<file path="config.mk">
export PLATFORM = sky130hd
export DESIGN_NAME = fsm_phase_seq
export DESIGN_NICKNAME = d
export VERILOG_FILES = /design/src/rtl/fsm_phase_seq.sv
export SDC_FILE = /design/constraint.sdc
export NUM_CORES = 1
export LEC_CHECK = 0
export CAP_MARGIN = 5
export CORE_MARGIN = 2
export CORE_UTILIZATION = 52
export DETAILED_ROUTE_END_ITERATION = 7
export GPL_TIMING_DRIVEN = 1
export PLACE_DENSITY = 0.88
export REMOVE_ABC_BUFFERS = 1
export SETUP_SLACK_MARGIN = 0.4
export SYNTH_ARGS = -nofsm -noshare
export SYNTH_HDL_FRONTEND = slang
export SYNTH_SLANG_ARGS = --single-unit
</file>
<file path="constraint.sdc">
create_clock -name clk -period 2.75 [get_ports clk]
set_clock_uncertainty 0.15 [all_clocks]
set_input_delay 0.4125 -clock clk [delete_from_list [all_inputs] [get_ports clk]]
set_output_delay 0.4125 -clock clk [all_outputs]
set_load 0.02 [all_outputs]
</file>
<file path="src/rtl/fsm_phase_seq.sv">
// Multi-phase timed sequencer: a start pulse runs NUM_PHASES phases, each with its own
// dwell and output pattern latched at start, with optional looping and abort.
module fsm_phase_seq #(
    parameter int NUM_PHASES = 3,
    parameter int CNT_W      = 4,
    parameter int OUT_W      = 2,
    parameter int IDX_W      = 2
) (
    input  logic                        clk,
    input  logic                        rst_n,
    input  logic                        jump,
    input  logic                        abort,
    input  logic                        loop_en,
    input  logic [NUM_PHASES*CNT_W-1:0] phase_len,
    input  logic [NUM_PHASES*OUT_W-1:0] phase_pat,
    output logic [OUT_W-1:0]            dout,
    output logic [IDX_W-1:0]            phase_idx,
    output logic                        busy,
    output logic                        done
);
    typedef enum logic [1:0] {
        IDLE = 2'd0,
        RUN  = 2'd1,
        DONE = 2'd2
    } state_t;

    localparam int SLOTS = 2**IDX_W;
    localparam logic [IDX_W-1:0] LAST_IDX = IDX_W'(NUM_PHASES - 1);

    state_t                      state;
    state_t                      state_nxt;
    logic [CNT_W-1:0]            cnt;
    logic [CNT_W-1:0]            cnt_nxt;
    logic [IDX_W-1:0]            idx_nxt;
    logic [NUM_PHASES*CNT_W-1:0] len_q;
    logic [NUM_PHASES*OUT_W-1:0] pat_q;
    logic [NUM_PHASES*OUT_W-1:0] pat_src;
    logic [CNT_W-1:0]            len_arr [SLOTS];
    logic [OUT_W-1:0]            pat_arr [SLOTS];
    logic                        phase_end;

    // On the start edge the config is not latched yet, so phase 0's pattern comes from the inputs.
    assign pat_src = (state == IDLE) ? phase_pat : pat_q;

    always_comb begin
        for (int i = 0; i < SLOTS; i++) begin
            len_arr[i] = '0;
            pat_arr[i] = '0;
        end
        for (int i = 0; i < NUM_PHASES; i++) begin
            len_arr[i] = len_q[i*CNT_W +: CNT_W];
            pat_arr[i] = pat_src[i*OUT_W +: OUT_W];
        end
    end

    assign phase_end = (cnt == len_arr[phase_idx]);

    always_comb begin
        state_nxt = IDLE;
        cnt_nxt   = '0;
        idx_nxt   = '0;
        case (state)
            IDLE: begin
                if (jump) state_nxt = RUN;
            end
            RUN: begin
                if (abort) begin
                    state_nxt = IDLE;
                end else if (!phase_end) begin
                    state_nxt = RUN;
                    cnt_nxt   = cnt + CNT_W'(1);
                    idx_nxt   = phase_idx;
                end else if (phase_idx != LAST_IDX) begin
                    state_nxt = RUN;
                    idx_nxt   = phase_idx + IDX_W'(1);
                end else if (loop_en) begin
                    state_nxt = RUN;
                end else begin
                    state_nxt = DONE;
                end
            end
            default: state_nxt = IDLE;
        endcase
    end

    // Outputs are decoded from the next state so they change on the same edge as the state.
    always_ff @(posedge clk or negedge rst_n) begin
        if (!rst_n) begin
            state     <= IDLE;
            cnt       <= '0;
            phase_idx <= '0;
            dout      <= '0;
            busy      <= 1'b0;
            done      <= 1'b0;
            len_q     <= '0;
            pat_q     <= '0;
        end else begin
            state     <= state_nxt;
            cnt       <= cnt_nxt;
            phase_idx <= idx_nxt;
            busy      <= (state_nxt == RUN);
            done      <= (state_nxt == DONE);
            dout      <= (state_nxt == RUN) ? pat_arr[idx_nxt] : '0;
            if (state == IDLE && jump) begin
                len_q <= phase_len;
                pat_q <= phase_pat;
            end
        end
    end
endmodule

</file>
Figure 1. Wire density map (run 1).
Bar = 20 um. 12 x 12 tiles, from dark purple (low) to yellow (high), scaled to the fullest tile. Values are wire area over tile area, all layers added.
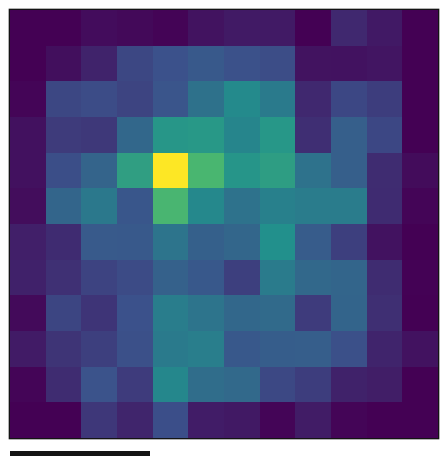
6.2% of the tiles are over half the peak. The densest ninth of the die: middle. 15% of the tiles are nearly empty.
wire length reported by the detailed router: 4000 um
overall global routing resource usage: 0.2363
WL per Instance: 14.87 um

Figure 2. Routed clock nets over the placement (run 1).
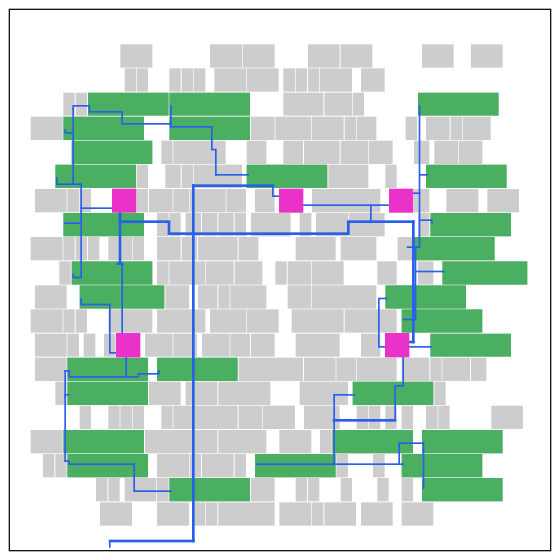
Key: flip-flops = green [count 30]; clock drivers = magenta [count 5]; clock wires = blue [length 357 um]
There are 6 routed clock nets.
clock share of power: 0.204
clock group power: 0.269 mW

Figure 3. Sequential cells coloured by netlist name (run 1).
Other sequential cells in the stronger grey, the rest of the logic in the fainter grey.
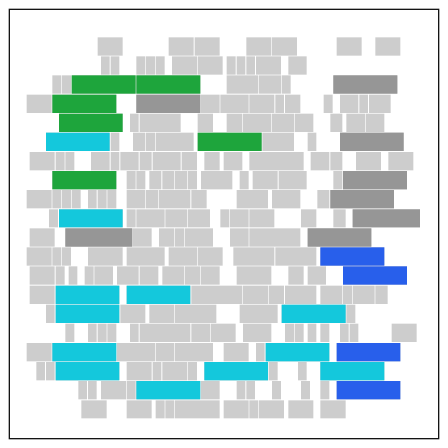
Key: len_q = cyan [sequential cells 12]; cnt = blue [sequential cells 4]; pat_q = green [sequential cells 6, where top left]
Another 8 sequential cells are not coloured.
sequential share of cell area: 0.3310
register area: 753.2 um2
Final Core Density: 0.7394
sequential power: 0.569 mW

Figure 4. Drive-strength map (run 1).
Bar = 20 um.
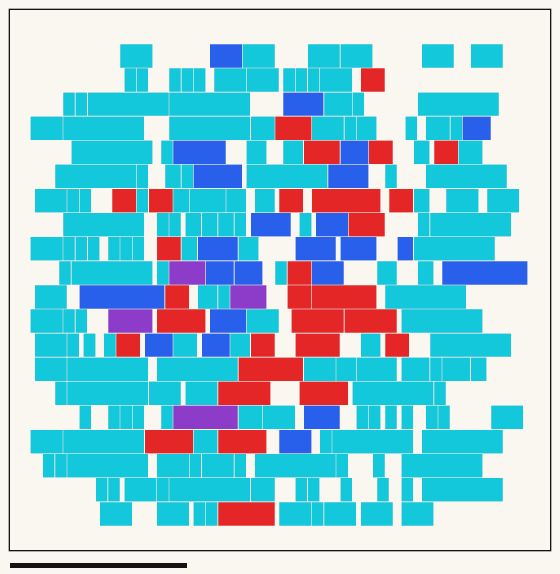
Key: _3 and _4 cells = red [cells 29]; _6 and larger = purple [cells 4]; _0 and _1 cells = cyan [cells 169]; _2 cells = blue [cells 23]
worst setup slack after layout: 0.3818 ns
cell area after layout: 0.002276 mm2
Area Growth Syn to Fin: 34.94%
number of signal-net buffers in the layout: 40

==> results.txt, run 1 <==
Item: results of the latest flow run.

- The flow ran to the end, and the final reports show no timing, DRC or antenna violations.
- The maximum clock rate is 422.3 MHz.
- The routed layout has 1,514 vias.
- The portion of the post-synthesis area used by sequential elements is 0.4451.
- Setup repair after global routing could not meet its margin everywhere.
- The first routing iteration left 82 violations.
- The post-cts hold buffer count is 0.
- The worst hold path class is in2async.
- For this run, design rule violations remaining after detail routing come to 0.
- Logic depth along the worst register-to-register path is recorded as 7.
- Sorting the synthesized cells by area gives the leading types as dfrtp_1 (45%), nand2_1 (14%), mux2_4 (3.6%), nor3_1 (2.7%), a221o_1 (2.4%).
- The boundary pin count is 29.
- The largest voltage drop on the vdd net is 0.3790 mV.
- The cell leakage power is ~1.0 nW.
- The first-pass iteration count of the detailed router is 4.
- The number of global-route vias before repair came to 1,490.
- The headroom to the max-slew limit is 0.7057.
- The worst-margin pin slew is between 0.4 and 0.5 ns.
- Entering global routing, the biggest net connects 31 pins.
- The placed cell count is around 250.
- Summing over the stages, the warning tally comes to 26.
- The via density per instance is 5.628.
- The predominant post-synthesis flop cell is dfrtp_1.
- According to the floorplan report, the total die area is 0.003715 mm2.
- In the final timing run, aggregate negative setup slack is 0 ns.
- The TritonCTS clock tree is built.
- The largest single stage delay on the critical path is approximately 0.47 ns.
- The CTS report gives the tree buffer count as 5.
- Summed over all layers, the global routing overflow is 0.
- The HPWL after detailed placement is 2485 um.
- The cell with the most instances after synthesis is nand2_1.
- Summing every instance area after synthesis gives 0.001687 mm2.
- The worst setup path is captured at a flip-flop.
- The starting density of the core is 0.5480.
- After synthesis, the most frequently instantiated cells are nand2_1 (61), dfrtp_1 (30), nor3_1 (9).
- At the end of routability-driven placement, the weighted congestion stood at between 0.8 and 0.9.
- The area inside the core boundary is 0.003078 mm2.
- During synthesis, Yosys emitted a total of 0 warnings.
- The cell total in the yosys stat output is 185.
- The smallest hold slack is 0.3461 ns.
## run 1: timing repair
action,4_1_cts,5_1_grt
setup buffers,6,1
setup endpoints to repair,6,4
gates resized,10,22
endpoints found under the hold margin,0,0
pin swaps,2,11
## run 1: critical path: cells and delay by family (launching register included)
kind                   cells  cell delay (ns)
AND-OR/OR-AND              4             1.09
buffers and inverters      1             0.14
flip-flops                 1             0.47
multiplexers               1             0.30
AND/OR/NAND/NOR            1             0.10
## run 1: final timing paths
| path | startpoint | end | slack [ns] |
|---|---|---|---|
| setup / recovery | phase_idx[0] | dout[1] | 0.38 |
| hold / removal | rst_n | cnt[3] | 0.35 |
| min in group clk | len_q[4] | len_q[4] | 0.35 |
| setup reg to reg | phase_idx[0] | dout[1] | 0.38 |
| hold reg to reg | len_q[4] | len_q[4] | 0.35 |
| max in group asynchronous | rst_n | phase_idx[1] | 1.80 |
## run 1: sequential cells by signal, summed over array words and instances, names as in the netlist
register and flops:
state 2, dout 2, busy 1, len_q 12
phase_idx 2, done 1, cnt 4, pat_q 6
## run 1: power breakdown
part           internal [mW]  leakage [nW]  switching, mW
combinational          0.221         0.630          0.256
clock                  0.124        0.0353          0.145
sequential             0.511         0.379         0.0573
total                  0.856          1.04          0.459
## run 1: layout make-up
class / instances / area, um2 / area share
inverters: 4 / 15.01 / 0.006597
well taps: 44 / 55.05 / 0.02419
multi-input cells: 143 / 1002 / 0.4404
repair buffers: 40 / 390.4 / 0.1715
flip-flops and latches: 30 / 753.2 / 0.3310
clock inverters: 1 / 5.005 / 0.002199
clock buffers: 7 / 55.05 / 0.02419
## run 1: metal layers
layer  vias up  routed length, um  track usage
met5         -                  0            0
met1       739               1699       0.2796
met4         0                 76      0.09627
met3         9                173      0.05544
met2        46               2050       0.4117
li1        720                  -            -
## run 1: logic make-up (layout without fill, tap and decap cells)
| kind of cell | Yosys count | in the layout | synth area share |
|---|---|---|---|
| AOI/OAI and AO/OA | 26 | 26 | 0.1387 |
| adders and majority gates | 1 | 1 | 0.007417 |
| muxes | 6 | 6 | 0.04748 |
| and+or+nand+nor | 108 | 108 | 0.3138 |
| buffers and inverters | 12 | 52 | 0.03709 |
| xor gates and xnor gates | 2 | 2 | 0.01039 |
| DFF | 30 | 30 | 0.4451 |
## run 1: placed cells by master (no fill, tap or decap), drive strengths merged, types with 3 or more instances in the layout
master and n:
nor3 9, inv 4, nor2 8, nand2 62, and4b 4, a21oi 3
buf 12, nand3 4, dfrtp 30, a221o 4, clkbuf 7, nor2b 4
nand2b 3, mux2 4, a211oi 3, and2b 4, clkdlybuf4s50 28
==> run 1 -> run 2 <==
- CELL_PAD_IN_SITES_DETAIL_PLACEMENT: default -> 0
- CELL_PAD_IN_SITES_GLOBAL_PLACEMENT: default -> 1
- CORE_UTILIZATION: 52 -> 40
- PLACE_DENSITY: 0.88 -> 0.89
- TNS_END_PERCENT: default -> 20
Figure 5. Wire density map (run 2).
Bar = 20 um. 14 x 14 tiles, from dark purple (low) to yellow (high), scaled to the fullest tile. Values are wire area over tile area, all layers added.
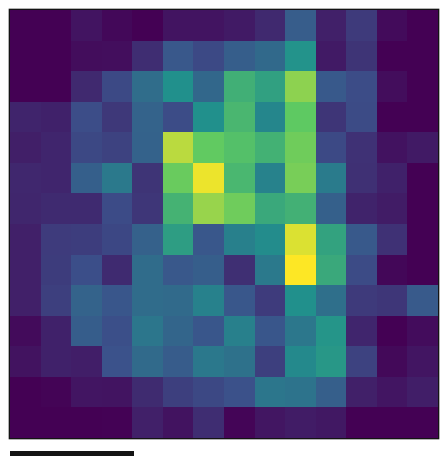
14% of the tiles are over half the peak. The emptiest ninth of the die: top left. 15% of the tiles are nearly empty. The densest ninth of the die: middle. The mean over all tiles is 0.11.
wire length reported by the detailed router: 3496 um
total number of vias: 1,405
overall global routing resource usage: 0.1692
WL per Instance: 13.04 um

Figure 6. Sequential cells coloured by netlist name (run 2).
Other sequential cells in the stronger grey, the rest of the logic in the fainter grey.
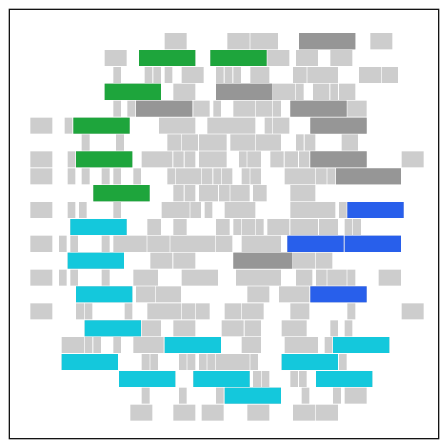
Key: len_q = cyan [sequential cells 12]; pat_q = green [sequential cells 6, where top left]; cnt = blue [sequential cells 4, where right middle]
sequential power: 0.563 mW
Final Core Density: 0.5509
sequential share of cell area: 0.3405
register area: 755.7 um2

==> run 2 against run 1 <==
Against the previous run: cell count shrank 0.37%; via count shrank 7.2%; register-to-register slack gained 0.06 ns; total power grew 1.2%; worst hold slack lost 0.024 ns; global-route usage shrank 6.7 points; critical endpoint unchanged; largest power group unchanged.
==> results.txt, run 2 <==
Item: results of the latest flow run.

- The worst-case register-to-register setup slack is 0.44 ns (+0.06 ns).
- The run finished with clean final reports.
- The boundary pin count was 29 (unchanged).
- By area the synthesized netlist is led by dfrtp_1 (45%), nand2_1 (14%), mux2_4 (3.6%), nor3_1 (2.7%), a221o_1 (2.4%).
- The starting density of the core came to 0.4186 (-0.1293).
- The number of warnings reported in the yosys synthesis log came to 0 (unchanged).
- The area growth from synthesis to layout is 31.60%.
- The cell depth of the worst flop-to-flop path came to 7 (unchanged).
- The power spent charging and discharging nets came to 0.4205 mW (-8.4%).
- The number of global-route vias before repair was 1,357 (-8.9%).
- The cell total in the yosys stat output is 185 (unchanged).
- The share of total power in the clock network is 0.255 (+0.051).
- The post-cts hold buffer count came to 0 (unchanged).
- The internal power summed over all cells is 0.9095 mW (+6.3%).
- The number of violations reported at the end of detailed-routing iteration 0 is 92 (+12%).
- The first-pass iteration count of the detailed router is 4 (unchanged).
- The via density per instance was 5.243 (-6.9%).
- The worst setup slack after layout is 0.4417 ns (+0.05989 ns).
- The area inside the core boundary is 0.004029 mm2 (+31%).
- The switching fraction of total power came to 0.3162 (-0.03284).
- The largest register by flop count is len_q.
- The TritonCTS buffer count is 5 (unchanged).
-- run 2: cells by family (layout without fill, tap and decap cells) --
kind of cell	count (synthesis)	in the layout	synth area share
multiplexers	6	6	0.04748
AND/OR/NAND/NOR	108	108	0.3138
buffers and inverters	12	45	0.03709
adder cells (fa/ha/maj)	1	1	0.007417
AND-OR/OR-AND	26	26	0.1387
flip-flops	30	30	0.4451
XOR/XNOR	2	2	0.01039
-- run 2: power by group through the flow --
stage	Clock, mW	Combinational (mW)	Sequential, mW
final	0.339	0.429	0.563
after global routing	0.369	0.477	0.571
after CTS	0.351	0.392	0.562
after detailed placement	0	0.366	0.573
after global placement	0	0.363	0.572
after floorplan	0	0.233	0.574
-- run 2: through the flow --
| stage | hold WS [ns] | power [mW] |
|---|---|---|
| 2_1_floorplan | -0.03309 | 0.8064 |
| 3_3_place_gp | 0.3150 | 0.9347 |
| 3_5_place_dp | 0.3141 | 0.9383 |
| 4_1_cts | 0.3286 | 1.305 |
| 5_1_grt | 0.3376 | 1.416 |
| 6_report | 0.3216 | 1.330 |
-- run 2: area by class of cell --
| class | count | area [um2] |
|---|---|---|
| timing repair buffer | 35 | 349.1 |
| tap | 50 | 62.56 |
| sequential | 30 | 755.7 |
| inverter | 4 | 15.01 |
| multi-input combinational | 143 | 954.7 |
| clock buffer | 6 | 82.58 |
| fill | 360 | 1809 |
-- run 2: what timing repair did --
action,in CTS,in global routing
buffers inserted,2,0
pin swaps,0,9
gates cloned,0,0
setup endpoints to repair,4,4
resized,6,16
-- run 2: worst paths after layout --
check | startpoint | endpoint
worst min register to register | len_q[5] | len_q[5]
worst max-delay path | phase_idx[0] | dout[1]
max in group asynchronous | rst_n | phase_idx[1]
worst max register to register | phase_idx[0] | dout[1]
min in group asynchronous | rst_n | pat_q[1]
worst min-delay path | len_q[5] | len_q[5]
-- run 2: routing by layer --
layer | global-route usage | share of wire | vias up
li1 | - | - | 707
met1 | 0.2134 | 0.47 | 665
met2 | 0.2692 | 0.48 | 26
met3 | 0.05519 | 0.029 | 7
met4 | 0.06373 | 0.015 | 0
met5 | 0 | 0 | -
-- run 2: worst max-delay path, delay by kind of cell, from the launching register on --
kind | cells | cell delay [ns]
and+or+nand+nor | 2 | 0.80
DFF | 1 | 0.43
AOI/OAI and AO/OA | 3 | 0.36
buffers and inverters | 1 | 0.14
muxes | 1 | 0.30
Power figures rest on the tool's default switching activity, not on a simulated workload.
